Figure 1. Routed metal per tile (run 1).
The bar under the picture is 50 µm long. The die is cut into 27 by 25 equal tiles; dark blue is low, red is high, scaled to the fullest tile. Values are wire area over tile area, all layers added.
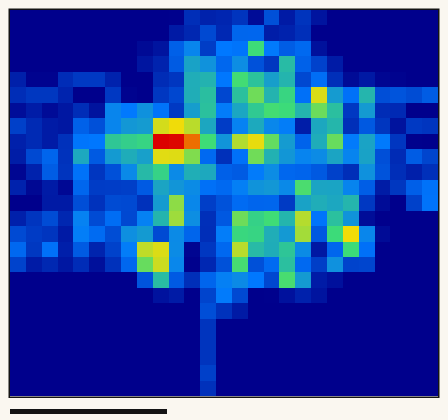
Figure 2. Cell sizes after repair (run 1).
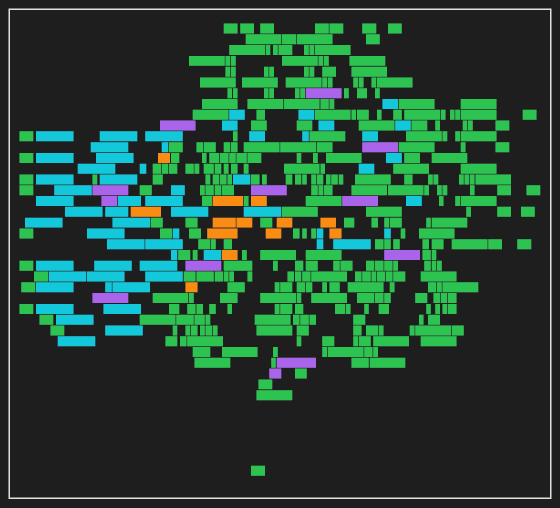
Figure 3. Cell density map (run 1).
The bar under the picture is 50 µm long. The die is cut into 14 by 12 equal tiles; dark blue is low, red is high, 0 to 100% covered.
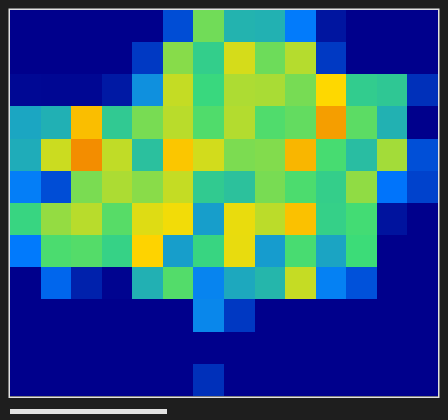
[src/rtl/seg7_scan_rx.sv]
// seg7_scan_rx: receiver for a multiplexed 4-digit 7-segment display bus.
// The block synchronizes the digit enables and segment lines, waits for each
// pattern to hold steady, and captures the decoded digit at the enabled
// position. Once all four positions have been seen, it delivers them as one
// frame. A partial frame with no progress for TIMEOUT_CYCLES is dropped and
// the stale flag is raised.
module seg7_scan_rx #(
  parameter int STABLE_CYCLES  = 16,
  parameter int TIMEOUT_CYCLES = 1048575
) (
  input  logic        clk,
  input  logic        clr,
  input  logic [3:0]  an_in,
  input  logic [6:0]  seg_in,
  output logic [15:0] digits,
  output logic        frame_valid,
  output logic        frame_err,
  output logic        seg_err,
  output logic        an_err,
  output logic        stale
);

  localparam int SW = (STABLE_CYCLES > 2) ? $clog2(STABLE_CYCLES) : 1;
  localparam int TW = (TIMEOUT_CYCLES > 2) ? $clog2(TIMEOUT_CYCLES) : 1;
  localparam logic [SW-1:0] STABLE_LAST = SW'(STABLE_CYCLES - 1);
  localparam logic [SW-1:0] STABLE_PRE  = SW'(STABLE_CYCLES - 2);
  localparam logic [TW-1:0] TIMEOUT_LAST = TW'(TIMEOUT_CYCLES - 1);

  typedef enum logic [0:0] {
    ST_IDLE    = 1'b0,
    ST_COLLECT = 1'b1
  } state_t;

  // Active-low a..g pattern to BCD digit; unknown patterns map to 4'hF.
  function automatic logic [3:0] seg_decode(input logic [6:0] seg);
    logic [3:0] d;
    case (seg)
      7'b0000001: d = 4'd0;
      7'b1001111: d = 4'd1;
      7'b0010010: d = 4'd2;
      7'b0000110: d = 4'd3;
      7'b1001100: d = 4'd4;
      7'b0100100: d = 4'd5;
      7'b0100000: d = 4'd6;
      7'b0001111: d = 4'd7;
      7'b0000000: d = 4'd8;
      7'b0000100: d = 4'd9;
      default:    d = 4'hF;
    endcase
    return d;
  endfunction

  logic [3:0]    r_an_s1, r_an_s2, r_an_prev;
  logic [6:0]    r_seg_s1, r_seg_s2, r_seg_prev;
  logic [SW-1:0] r_cnt;
  logic [TW-1:0] r_tcnt;
  logic [3:0]    r_seen;
  logic [3:0]    r_dig [4];
  state_t        r_state;

  logic          w_same;
  logic          w_event;
  logic          w_an_one;
  logic          w_an_multi;
  logic          w_capture;
  logic [3:0]    w_cap_vec;
  logic [3:0]    w_dec;
  logic          w_complete;
  logic          w_timeout;
  logic          w_any_f;
  state_t        w_state_nxt;

  // Two-flop synchronizers on the display bus, plus the previous synced sample.
  always_ff @(posedge clk or posedge clr) begin
    if (clr) begin
      r_an_s1    <= 4'hF;
      r_an_s2    <= 4'hF;
      r_an_prev  <= 4'hF;
      r_seg_s1   <= 7'h7F;
      r_seg_s2   <= 7'h7F;
      r_seg_prev <= 7'h7F;
    end else begin
      r_an_s1    <= an_in;
      r_an_s2    <= r_an_s1;
      r_an_prev  <= r_an_s2;
      r_seg_s1   <= seg_in;
      r_seg_s2   <= r_seg_s1;
      r_seg_prev <= r_seg_s2;
    end
  end

  assign w_same     = (r_an_s2 == r_an_prev) && (r_seg_s2 == r_seg_prev);
  // One event per stable dwell: only on the step into the saturated count.
  assign w_event    = w_same && (r_cnt == STABLE_PRE);
  assign w_an_one   = $onehot(~r_an_s2);
  assign w_an_multi = (r_an_s2 != 4'hF) && !w_an_one;
  assign w_capture  = w_event && w_an_one;
  assign w_cap_vec  = w_capture ? ~r_an_s2 : 4'b0000;
  assign w_dec      = seg_decode(r_seg_s2);
  assign w_any_f    = (r_dig[0] == 4'hF) || (r_dig[1] == 4'hF) ||
                      (r_dig[2] == 4'hF) || (r_dig[3] == 4'hF);

  // Stability counter: restart on any change, saturate once stable.
  always_ff @(posedge clk or posedge clr) begin
    if (clr) begin
      r_cnt <= '0;
    end else if (!w_same) begin
      r_cnt <= '0;
    end else if (r_cnt != STABLE_LAST) begin
      r_cnt <= r_cnt + SW'(1);
    end else begin
      r_cnt <= r_cnt;
    end
  end

  // Per-position digit storage, overwritten on every capture at that position.
  always_ff @(posedge clk or posedge clr) begin
    if (clr) begin
      for (int i = 0; i < 4; i++) r_dig[i] <= 4'h0;
    end else begin
      for (int i = 0; i < 4; i++) begin
        if (w_cap_vec[i]) r_dig[i] <= w_dec;
      end
    end
  end

  // Positions captured in the frame being collected.
  always_ff @(posedge clk or posedge clr) begin
    if (clr) begin
      r_seen <= 4'b0000;
    end else if (w_complete || w_timeout) begin
      r_seen <= 4'b0000;
    end else begin
      r_seen <= r_seen | w_cap_vec;
    end
  end

  // Inactivity counter: runs only while collecting, cleared by each capture.
  always_ff @(posedge clk or posedge clr) begin
    if (clr) begin
      r_tcnt <= '0;
    end else if (w_capture || (r_state == ST_IDLE)) begin
      r_tcnt <= '0;
    end else if (r_tcnt != TIMEOUT_LAST) begin
      r_tcnt <= r_tcnt + TW'(1);
    end else begin
      r_tcnt <= r_tcnt;
    end
  end

  // Frame FSM state register.
  always_ff @(posedge clk or posedge clr) begin
    if (clr) begin
      r_state <= ST_IDLE;
    end else begin
      r_state <= w_state_nxt;
    end
  end

  // Frame FSM next state: completion, then capture (beats timeout), then timeout.
  always_comb begin
    w_state_nxt = r_state;
    w_complete  = 1'b0;
    w_timeout   = 1'b0;
    case (r_state)
      ST_IDLE: begin
        if (w_capture) w_state_nxt = ST_COLLECT;
        else           w_state_nxt = ST_IDLE;
      end
      ST_COLLECT: begin
        if (r_seen == 4'b1111) begin
          w_complete  = 1'b1;
          w_state_nxt = ST_IDLE;
        end else if (w_capture) begin
          w_state_nxt = ST_COLLECT;
        end else if (r_tcnt == TIMEOUT_LAST) begin
          w_timeout   = 1'b1;
          w_state_nxt = ST_IDLE;
        end else begin
          w_state_nxt = ST_COLLECT;
        end
      end
      default: w_state_nxt = ST_IDLE;
    endcase
  end

  // Registered outputs: frame delivery, error pulses and the stale flag.
  always_ff @(posedge clk or posedge clr) begin
    if (clr) begin
      digits      <= 16'h0000;
      frame_valid <= 1'b0;
      frame_err   <= 1'b0;
      seg_err     <= 1'b0;
      an_err      <= 1'b0;
      stale       <= 1'b1;
    end else begin
      frame_valid <= w_complete;
      seg_err     <= w_capture && (w_dec == 4'hF);
      an_err      <= w_event && w_an_multi;
      if (w_complete) begin
        digits    <= {r_dig[3], r_dig[2], r_dig[1], r_dig[0]};
        frame_err <= w_any_f;
        stale     <= 1'b0;
      end else if (w_timeout) begin
        stale     <= 1'b1;
      end else begin
        stale     <= stale;
      end
    end
  end

endmodule

[config.mk]
export PLATFORM = sky130hd
export DESIGN_NAME = seg7_scan_rx
export DESIGN_NICKNAME = d
export VERILOG_FILES = /design/src/rtl/seg7_scan_rx.sv
export SDC_FILE = /design/constraint.sdc
export NUM_CORES = 1
export LEC_CHECK = 0
export CORE_ASPECT_RATIO = 0.9
export CORE_MARGIN = 2
export CORE_UTILIZATION = 27
export DETAILED_ROUTE_END_ITERATION = 8
export GPL_TIMING_DRIVEN = 0
export SLEW_MARGIN = 20
export SYNTH_ARGS = -nofsm -noshare
export SYNTH_HDL_FRONTEND = slang
export SYNTH_SLANG_ARGS = --single-unit
export TNS_END_PERCENT = 50
[constraint.sdc]
create_clock -name clk -period 4.2 [get_ports clk]
set_clock_uncertainty 0.05 [all_clocks]
set_input_delay 0.63 -clock clk [delete_from_list [all_inputs] [get_ports clk]]
set_output_delay 0.63 -clock clk [all_outputs]
set_load 0.01 [all_outputs]
==> report_table.html, run 1 <==
<h3>Run summary</h3>
<table>
<tr><th>Metric</th><th>Value</th></tr>
<tr><th colspan="2">Floorplanning</th></tr>
<tr><td>Count of inserted tapcells</td><td>202</td></tr>
<tr><td>Number of core rows</td><td>43</td></tr>
<tr><td>Number of primary I/O pins</td><td>34</td></tr>
<tr><td>Height of the die</td><td>123 µm</td></tr>
<tr><td>Placeable core area</td><td>15400 µm²</td></tr>
<tr><td>Width of the die</td><td>136 µm</td></tr>
<tr><th colspan="2">Routing</th></tr>
<tr><td>Final WL</td><td>7750 µm</td></tr>
<tr><td>Detailed-route DRC error count</td><td>0</td></tr>
<tr><td>First-iteration detailed-routing DRC count</td><td>213</td></tr>
<tr><td>Average wire per cell in the routed design</td><td>12.4 µm</td></tr>
<tr><td>Number of optimization iterations in the first detailed-route pass</td><td>4</td></tr>
<tr><td>Antenna-violating nets left</td><td>0</td></tr>
<tr><th colspan="2">CTS</th></tr>
<tr><td>Clk sinks</td><td>99</td></tr>
<tr><td>Max Buffers Root-to-Sink</td><td>2</td></tr>
<tr><td>Total number of H-tree levels</td><td>3</td></tr>
<tr><td>Number of hold buffers added after CTS</td><td>0</td></tr>
<tr><td>Setup repair bufs after CTS</td><td>0</td></tr>
<tr><td>Clock root buffer</td><td>sky130_fd_sc_hd__clkbuf_16</td></tr>
<tr><td># resized after CTS</td><td>0</td></tr>
<tr><td>Number of buffers created by CTS</td><td>9</td></tr>
<tr><td>CTS tree</td><td>done</td></tr>
<tr><td>Clock latency at the later pin of the worst-skew pair</td><td>0.34 ns</td></tr>
<tr><td>Clock transition at the registers of the reported paths</td><td>0.07 ns</td></tr>
<tr><th colspan="2">Job</th></tr>
<tr><td>Number of OpenROAD warnings</td><td>29</td></tr>
<tr><td>Max capacitance violation total</td><td>0</td></tr>
<tr><th colspan="2">Hold path</th></tr>
<tr><td>Worst Hold Path Cells</td><td>0</td></tr>
<tr><td>Startpoint of the lowest-slack hold path</td><td>r_seg_s1[5]$_DFF_PP1_</td></tr>
<tr><td>Worst hold endpoint</td><td>r_seg_s2[5]$_DFF_PP1_</td></tr>
<tr><td>Tightest Hold Check Type</td><td>reg -&gt; reg</td></tr>
<tr><th colspan="2">Synthesis</th></tr>
<tr><td>Area share, top type</td><td>38.3%</td></tr>
<tr><td>Cells in synth_stat.txt</td><td>372</td></tr>
<tr><td>Net count entering floorplan</td><td>393</td></tr>
<tr><td>Seq cells post-synth</td><td>99</td></tr>
<tr><td>Post-synthesis area per instance</td><td>11.4 µm²</td></tr>
<tr><td>Number of flops mapped to enable cells by yosys</td><td>0</td></tr>
<tr><td>Portion of the post-synthesis area used by sequential elements</td><td>59.3%</td></tr>
<tr><td>Top area cell types</td><td>sky130_fd_sc_hd__dfrtp_1 38%, sky130_fd_sc_hd__dfstp_2 21%, sky130_fd_sc_hd__nand2_1 6.5%</td></tr>
<tr><td>Chip area from the yosys synthesis statistics</td><td>4250 µm²</td></tr>
<tr><td>Arithmetic-cell share of the synthesized area counting full adders, half adders and majority gates</td><td>2.53%</td></tr>
<tr><td>Post-synthesis share of cell area spent on and-or and or-and gates</td><td>5.13%</td></tr>
<tr><td>Cells after synthesis</td><td>372</td></tr>
<tr><td>Synth Cell Area</td><td>4250 µm²</td></tr>
<tr><td>Predominant post-synthesis flop cell</td><td>sky130_fd_sc_hd__dfrtp_1</td></tr>
<tr><td>Portion of netlist area occupied by mux cells</td><td>4.48%</td></tr>
<tr><td>Most frequent cells after synthesis</td><td>73 x sky130_fd_sc_hd__nand2_1, 65 x sky130_fd_sc_hd__dfrtp_1, 34 x sky130_fd_sc_hd__dfstp_2</td></tr>
<tr><td>Number of different library cells in the post-synthesis netlist</td><td>51</td></tr>
<tr><td>Most area-hungry cell type in the Yosys netlist</td><td>sky130_fd_sc_hd__dfrtp_1</td></tr>
<tr><td>Most popular library cell in the synthesized design by count</td><td>sky130_fd_sc_hd__nand2_1</td></tr>
<tr><th colspan="2">Critical path</th></tr>
<tr><td>Number of cells on the worst reg-to-reg path</td><td>9</td></tr>
<tr><td>Most repeated library cell on the critical path</td><td>sky130_fd_sc_hd__ha_1</td></tr>
<tr><td>Cells traversed along the worst timing path</td><td>fa_1, inv_1, ha_1, ha_1, or3b_4, nor4_2, nand4_4, nor2_4, mux2_2</td></tr>
<tr><td>Critical path origin</td><td>r_an_s2[1]$_DFF_PP1_</td></tr>
<tr><td>Slowest Stage Delay on Critical Path</td><td>0.62 ns</td></tr>
<tr><td>Data arrival time of the critical path</td><td>3.45 ns</td></tr>
<tr><td>Worst Setup End Kind</td><td>register</td></tr>
<tr><td>Beginning of the worst register-to-register path</td><td>r_an_s2[1]$_DFF_PP1_</td></tr>
<tr><td>Setup crit end</td><td>r_dig[14]$_DFFE_PP0P_</td></tr>
<tr><td>Crit path launch type</td><td>register</td></tr>
<tr><td>Required time worst endpoint</td><td>4.38 ns</td></tr>
<tr><td>Delay-heaviest family, CP</td><td>simple AND/OR/NAND/NOR gates</td></tr>
<tr><td>Depth of the critical timing path with buffers and inverters included</td><td>9</td></tr>
<tr><td>CP Max Fanout</td><td>6</td></tr>
<tr><td>Worst setup path class</td><td>reg -&gt; reg</td></tr>
<tr><td>Reg2reg end</td><td>r_dig[14]$_DFFE_PP0P_</td></tr>
<tr><th colspan="2">GRT</th></tr>
<tr><td>GRT Util Overall</td><td>9.95%</td></tr>
<tr><td>Number of global-route vias before repair</td><td>2800</td></tr>
<tr><td>Met2 track utilization from global routing</td><td>16.2%</td></tr>
<tr><td>Met1 routing resource usage after global routing</td><td>12.7%</td></tr>
<tr><td>Routing layer with the top usage in global route</td><td>met2</td></tr>
<tr><td>Initial antenna violation count</td><td>0</td></tr>
<tr><td>Global routing usage on met3</td><td>2.83%</td></tr>
<tr><td>Wire length of the first global-routing pass</td><td>13300 µm</td></tr>
<tr><td>Maximum number of pins on one net before global-route repair</td><td>63</td></tr>
<tr><th colspan="2">Cells and area</th></tr>
<tr><td>Relative area of non-clock buffer cells in the final design</td><td>8.07%</td></tr>
<tr><td>Number of signal-net buffers in the layout</td><td>45</td></tr>
<tr><td>Clock network area share</td><td>5.26%</td></tr>
<tr><td>Antenna Cells</td><td>0</td></tr>
<tr><td>Sequential fraction of total cell area</td><td>49.1%</td></tr>
<tr><td>Sequential cells</td><td>99</td></tr>
<tr><td>Dominant logic cell type in the layout</td><td>sky130_fd_sc_hd__nand2_1</td></tr>
<tr><td>Layout multi-input combinational cell count</td><td>251</td></tr>
<tr><td>Number of nets in the finished design</td><td>438</td></tr>
<tr><td>Area Overhead vs Synth</td><td>20.9%</td></tr>
<tr><td>Final core occ</td><td>33.4%</td></tr>
<tr><td>Top library cells by usage in the layout, fill and taps aside</td><td>73 x sky130_fd_sc_hd__nand2_1, 65 x sky130_fd_sc_hd__dfrtp_1, 34 x sky130_fd_sc_hd__dfstp_2</td></tr>
<tr><td>Combined area of the multi-input logic cells</td><td>1630 µm²</td></tr>
<tr><td>Post-route cell area</td><td>5130 µm²</td></tr>
<tr><td>Cell type taking the most area</td><td>sequential cells</td></tr>
<tr><td># clk buffers</td><td>9</td></tr>
<tr><th colspan="2">Placement</th></tr>
<tr><td>Number of buffers added on ports</td><td>33</td></tr>
<tr><td>Area of placed instances</td><td>4860 µm²</td></tr>
<tr><th colspan="2">Pwr</th></tr>
<tr><td>Sum of internal, switching and leakage power</td><td>0.00183 W</td></tr>
<tr><td>Pwr Density</td><td>356 nW/µm²</td></tr>
<tr><th colspan="2">Final timing</th></tr>
<tr><td>Number of endpoints failing setup at the final stage</td><td>0</td></tr>
<tr><td>Max-slew violations</td><td>0</td></tr>
<tr><td>Final hold violations</td><td>0</td></tr>
<tr><td>Fin crit share</td><td>78.0%</td></tr>
<tr><td>Slew HR</td><td>65.3%</td></tr>
<tr><td>Setup slack after layout</td><td>0.922 ns</td></tr>
<tr><td>Worst hold slack</td><td>0.307 ns</td></tr>
<tr><td>Actual transition at the worst max-transition pin</td><td>0.520 ns</td></tr>
<tr><th colspan="2">Status</th></tr>
<tr><td>Result of the run</td><td>complete, no violations</td></tr>
</table>
About Figure 1:
tiles over half the peak = 5.3%
fullest tile = 0.51
nearly empty tiles = 43%
emptiest ninth of the die = lower left
densest ninth of the die = center
mean over tiles = 0.072

About Figure 2:
purple -> _6 and larger  # cells 12, share 2.8%, most used clkbuf_16
cyan -> _2 cells  # cells 59, share 14%, most used dfstp_2
orange -> _3 and _4 cells  # cells 13, share 3.1%, most used nor2_4
green -> _0 and _1 cells  # cells 338, share 80%, most used nand2_1

About Figure 3:
densest ninth of the die = center
mean over tiles = 29%
tiles over 75% full = 4.8%
fullest tile = 84%
nearly empty tiles = 39%
emptiest ninth of the die = lower left

run 1: sequential cells by signal (all words and copies together), names as in the netlist:
name	count
r_seg_s2	7
digits	16
r_dig	16
r_an_s2	4
frame_valid	1
stale	1
r_state	1
r_an_prev	4
r_an_s1	4
r_tcnt	20
an_err	1
r_seg_s1	7
seg_err	1
r_cnt	4
r_seg_prev	7
frame_err	1
r_seen	4
run 1: power by group:
part | internal [W] | switching, W
clock | 0.000399 | 0.000345
combinational | 0.0000341 | 0.0000517
sequential | 0.000983 | 0.0000134
total | 0.00142 | 0.000410
run 1: metal layers:
layer,vias to the layer above,routed length (µm)
met1,1360,3720
met2,51,3650
met5,-,0
li1,1364,-
met3,8,298
met4,0,78
Figure 4. Routing congestion map (run 1).
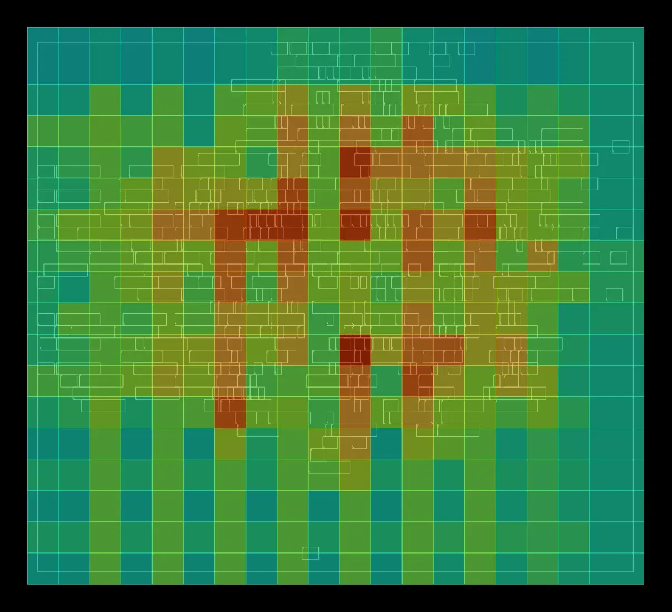

==> run 2: changes to the inputs <==
==> constraint.sdc (replaced) <==
create_clock -name clk -period 2.79 [get_ports clk]
set_clock_uncertainty 0.05 [all_clocks]
set_input_delay 0.4185 -clock clk [delete_from_list [all_inputs] [get_ports clk]]
set_output_delay 0.4185 -clock clk [all_outputs]
set_load 0.01 [all_outputs]
Figure 5. Routing congestion map (run 2).
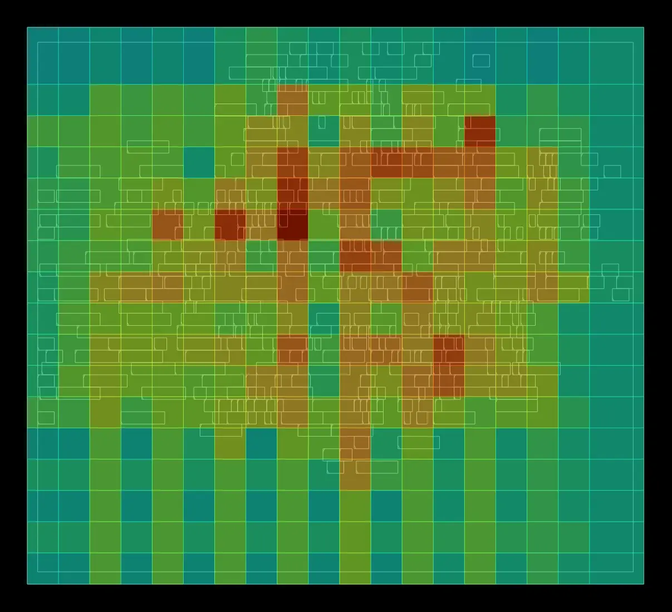
met1 routing resource usage after global routing: 14.9%
global routing usage on met3: 3.32%
met2 track utilization from global routing: 16.2%
average wire per cell in the routed design: 12.8 µm
GRT Util Overall: 10.9%

Figure 6. Routed metal per tile (run 2).
The bar under the picture is 50 µm long. The die is cut into 27 by 25 equal tiles; dark blue is low, red is high, scaled to the fullest tile. Values are wire area over tile area, all layers added.
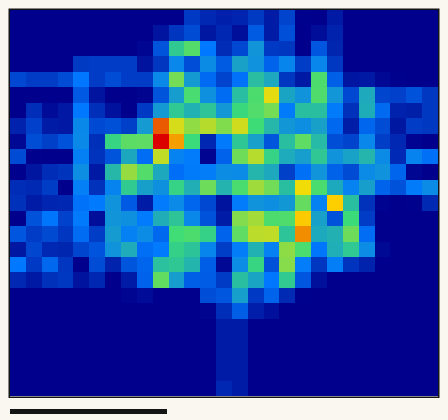
fullest tile = 0.49
emptiest ninth of the die = lower right
mean over tiles = 0.075
tiles over half the peak = 7.4%
nearly empty tiles = 42%

==> run 2 against run 1 <==
Net effect:
- the run now ends with setup timing left
- final area is 3.4% higher
- global-route usage rose by 0.92 points
- sequential power up 51%
- critical endpoint is now r_dig[9]$_DFFE_PP0P_
- largest power group unchanged
==> report_table.html, run 2 <==
<h3>Run summary</h3>
<table>
<tr><th>Metric</th><th>Value</th></tr>
<tr><th colspan="2">CTS</th></tr>
<tr><td>Max Buffers Root-to-Sink</td><td>2</td></tr>
<tr><td>Number of buffers created by CTS</td><td>9</td></tr>
<tr><td>Clk sinks</td><td>99</td></tr>
<tr><td>Total number of H-tree levels</td><td>3</td></tr>
<tr><td>CTS tree</td><td>done</td></tr>
<tr><td># resized after CTS</td><td>12</td></tr>
<tr><td>Clock transition at the registers of the reported paths</td><td>0.06 ns</td></tr>
<tr><td>Setup repair bufs after CTS</td><td>6</td></tr>
<tr><td>Clock latency at the later pin of the worst-skew pair</td><td>0.35 ns</td></tr>
<tr><td>Clock root buffer</td><td>sky130_fd_sc_hd__clkbuf_16</td></tr>
<tr><th colspan="2">Pwr</th></tr>
<tr><td>Largest Pwr Group</td><td>registers</td></tr>
<tr><td>Combinational group power</td><td>0.000147 W</td></tr>
<tr><td>Power share of the sequential group</td><td>51.4%</td></tr>
<tr><td>Share of power burned in the clock network</td><td>43.5%</td></tr>
<tr><td>P_sw</td><td>0.000622 W</td></tr>
<tr><td>Clock-net power</td><td>0.00127 W</td></tr>
<tr><td>Pwr Density</td><td>548 nW/µm²</td></tr>
<tr><td>Int Pwr</td><td>0.00229 W</td></tr>
<tr><th colspan="2">Critical path</th></tr>
<tr><td>Delay-heaviest family, CP</td><td>simple AND/OR/NAND/NOR gates</td></tr>
<tr><td>CP Max Fanout</td><td>5</td></tr>
<tr><td>Most repeated library cell on the critical path</td><td>sky130_fd_sc_hd__ha_1</td></tr>
<tr><td>Data arrival time of the critical path</td><td>3.17 ns</td></tr>
<tr><td>Worst setup path class</td><td>reg -&gt; reg</td></tr>
<tr><td>Required time worst endpoint</td><td>2.97 ns</td></tr>
<tr><td>Cells traversed along the worst timing path</td><td>fa_1, inv_1, ha_1, ha_1, or3b_4, nor4_4, nand4_4, nor2_4, mux2_1</td></tr>
<tr><td>Worst Setup End Kind</td><td>register</td></tr>
<tr><th colspan="2">GRT</th></tr>
<tr><td>Routing layer with the top usage in global route</td><td>met2</td></tr>
<tr><td>Wire length of the first global-routing pass</td><td>14300 µm</td></tr>
<tr><td>Number of global-route vias before repair</td><td>2845</td></tr>
<tr><th colspan="2">Floorplanning</th></tr>
<tr><td>Number of primary I/O pins</td><td>34</td></tr>
<tr><td>Count of inserted tapcells</td><td>202</td></tr>
<tr><td>Placeable core area</td><td>15400 µm²</td></tr>
<tr><td>Height of the die</td><td>123 µm</td></tr>
<tr><th colspan="2">Routing</th></tr>
<tr><td>First-iteration detailed-routing DRC count</td><td>257</td></tr>
<tr><td>Top layer reached by signal wires</td><td>met4</td></tr>
<tr><td>Final WL</td><td>8070 µm</td></tr>
<tr><td>Detailed-route DRC error count</td><td>0</td></tr>
<tr><td>Amount of wire on met2 after detailed routing</td><td>3800 µm</td></tr>
<tr><td>Antenna-violating nets left</td><td>0</td></tr>
<tr><th colspan="2">Cells and area</th></tr>
<tr><td>Number of nets in the finished design</td><td>445</td></tr>
<tr><td>Combined area of the multi-input logic cells</td><td>1700 µm²</td></tr>
<tr><td>Max FFs per register</td><td>20</td></tr>
<tr><td>Top library cells by usage in the layout, fill and taps aside</td><td>73 x sky130_fd_sc_hd__nand2_1, 65 x sky130_fd_sc_hd__dfrtp_1, 34 x sky130_fd_sc_hd__dfstp_2</td></tr>
<tr><td># clk buffers</td><td>13</td></tr>
<tr><td>Area Overhead vs Synth</td><td>24.9%</td></tr>
<tr><td>Dominant logic cell type in the layout</td><td>sky130_fd_sc_hd__nand2_1</td></tr>
<tr><td>Layout multi-input combinational cell count</td><td>251</td></tr>
<tr><td>Clock network area share</td><td>5.75%</td></tr>
<tr><td>Cell type taking the most area</td><td>sequential cells</td></tr>
<tr><td>Sequential cells</td><td>99</td></tr>
<tr><td>Largest register by flop count</td><td>r_tcnt</td></tr>
<tr><td>Post-route cell area</td><td>5310 µm²</td></tr>
<tr><td>Sequential fraction of total cell area</td><td>47.5%</td></tr>
<tr><th colspan="2">Final timing</th></tr>
<tr><td>Fin crit share</td><td>107%</td></tr>
<tr><td>Setup slack after layout</td><td>-0.200 ns</td></tr>
<tr><td>Max-slew violations</td><td>0</td></tr>
<tr><td>Number of endpoints failing setup at the final stage</td><td>41</td></tr>
<tr><td>Final hold violations</td><td>0</td></tr>
<tr><td>Worst hold slack</td><td>0.305 ns</td></tr>
<tr><th colspan="2">Status</th></tr>
<tr><td>Result of the run</td><td>complete, but fails checks</td></tr>
<tr><td>Violations in the final reports</td><td>setup timing</td></tr>
<tr><th colspan="2">Synthesis</th></tr>
<tr><td>Most frequent cells after synthesis</td><td>73 x sky130_fd_sc_hd__nand2_1, 65 x sky130_fd_sc_hd__dfrtp_1, 34 x sky130_fd_sc_hd__dfstp_2</td></tr>
<tr><td>Top area cell types</td><td>sky130_fd_sc_hd__dfrtp_1 38%, sky130_fd_sc_hd__dfstp_2 21%, sky130_fd_sc_hd__nand2_1 6.5%</td></tr>
<tr><td>Number of flops mapped to enable cells by yosys</td><td>0</td></tr>
<tr><td>Synth Cell Area</td><td>4250 µm²</td></tr>
<tr><td>Number of different library cells in the post-synthesis netlist</td><td>51</td></tr>
<tr><td>Net count entering floorplan</td><td>393</td></tr>
<tr><th colspan="2">Job</th></tr>
<tr><td>Number of OpenROAD warnings</td><td>32</td></tr>
<tr><th colspan="2">Placement</th></tr>
<tr><td>Number of buffers added on ports</td><td>33</td></tr>
<tr><th colspan="2">Hold path</th></tr>
<tr><td>Tightest Hold Check Type</td><td>reg -&gt; reg</td></tr>
</table>
## run 2: path summary, 6_finish.rpt
check,start,endpoint,depth (start not counted)
min in group asynchronous,clr,r_tcnt[5]$_DFFE_PP0P_,2
setup reg to reg,r_an_s2[0]$_DFF_PP1_,r_dig[9]$_DFFE_PP0P_,9
setup / recovery,r_an_s2[0]$_DFF_PP1_,r_dig[9]$_DFFE_PP0P_,9
max in group asynchronous,clr,r_seg_prev[5]$_DFF_PP1_,3
hold reg to reg,r_seg_s1[4]$_DFF_PP1_,r_seg_s2[4]$_DFF_PP1_,0
hold / removal,r_seg_s1[4]$_DFF_PP1_,r_seg_s2[4]$_DFF_PP1_,0
Power is estimated from default activity; no workload was simulated.
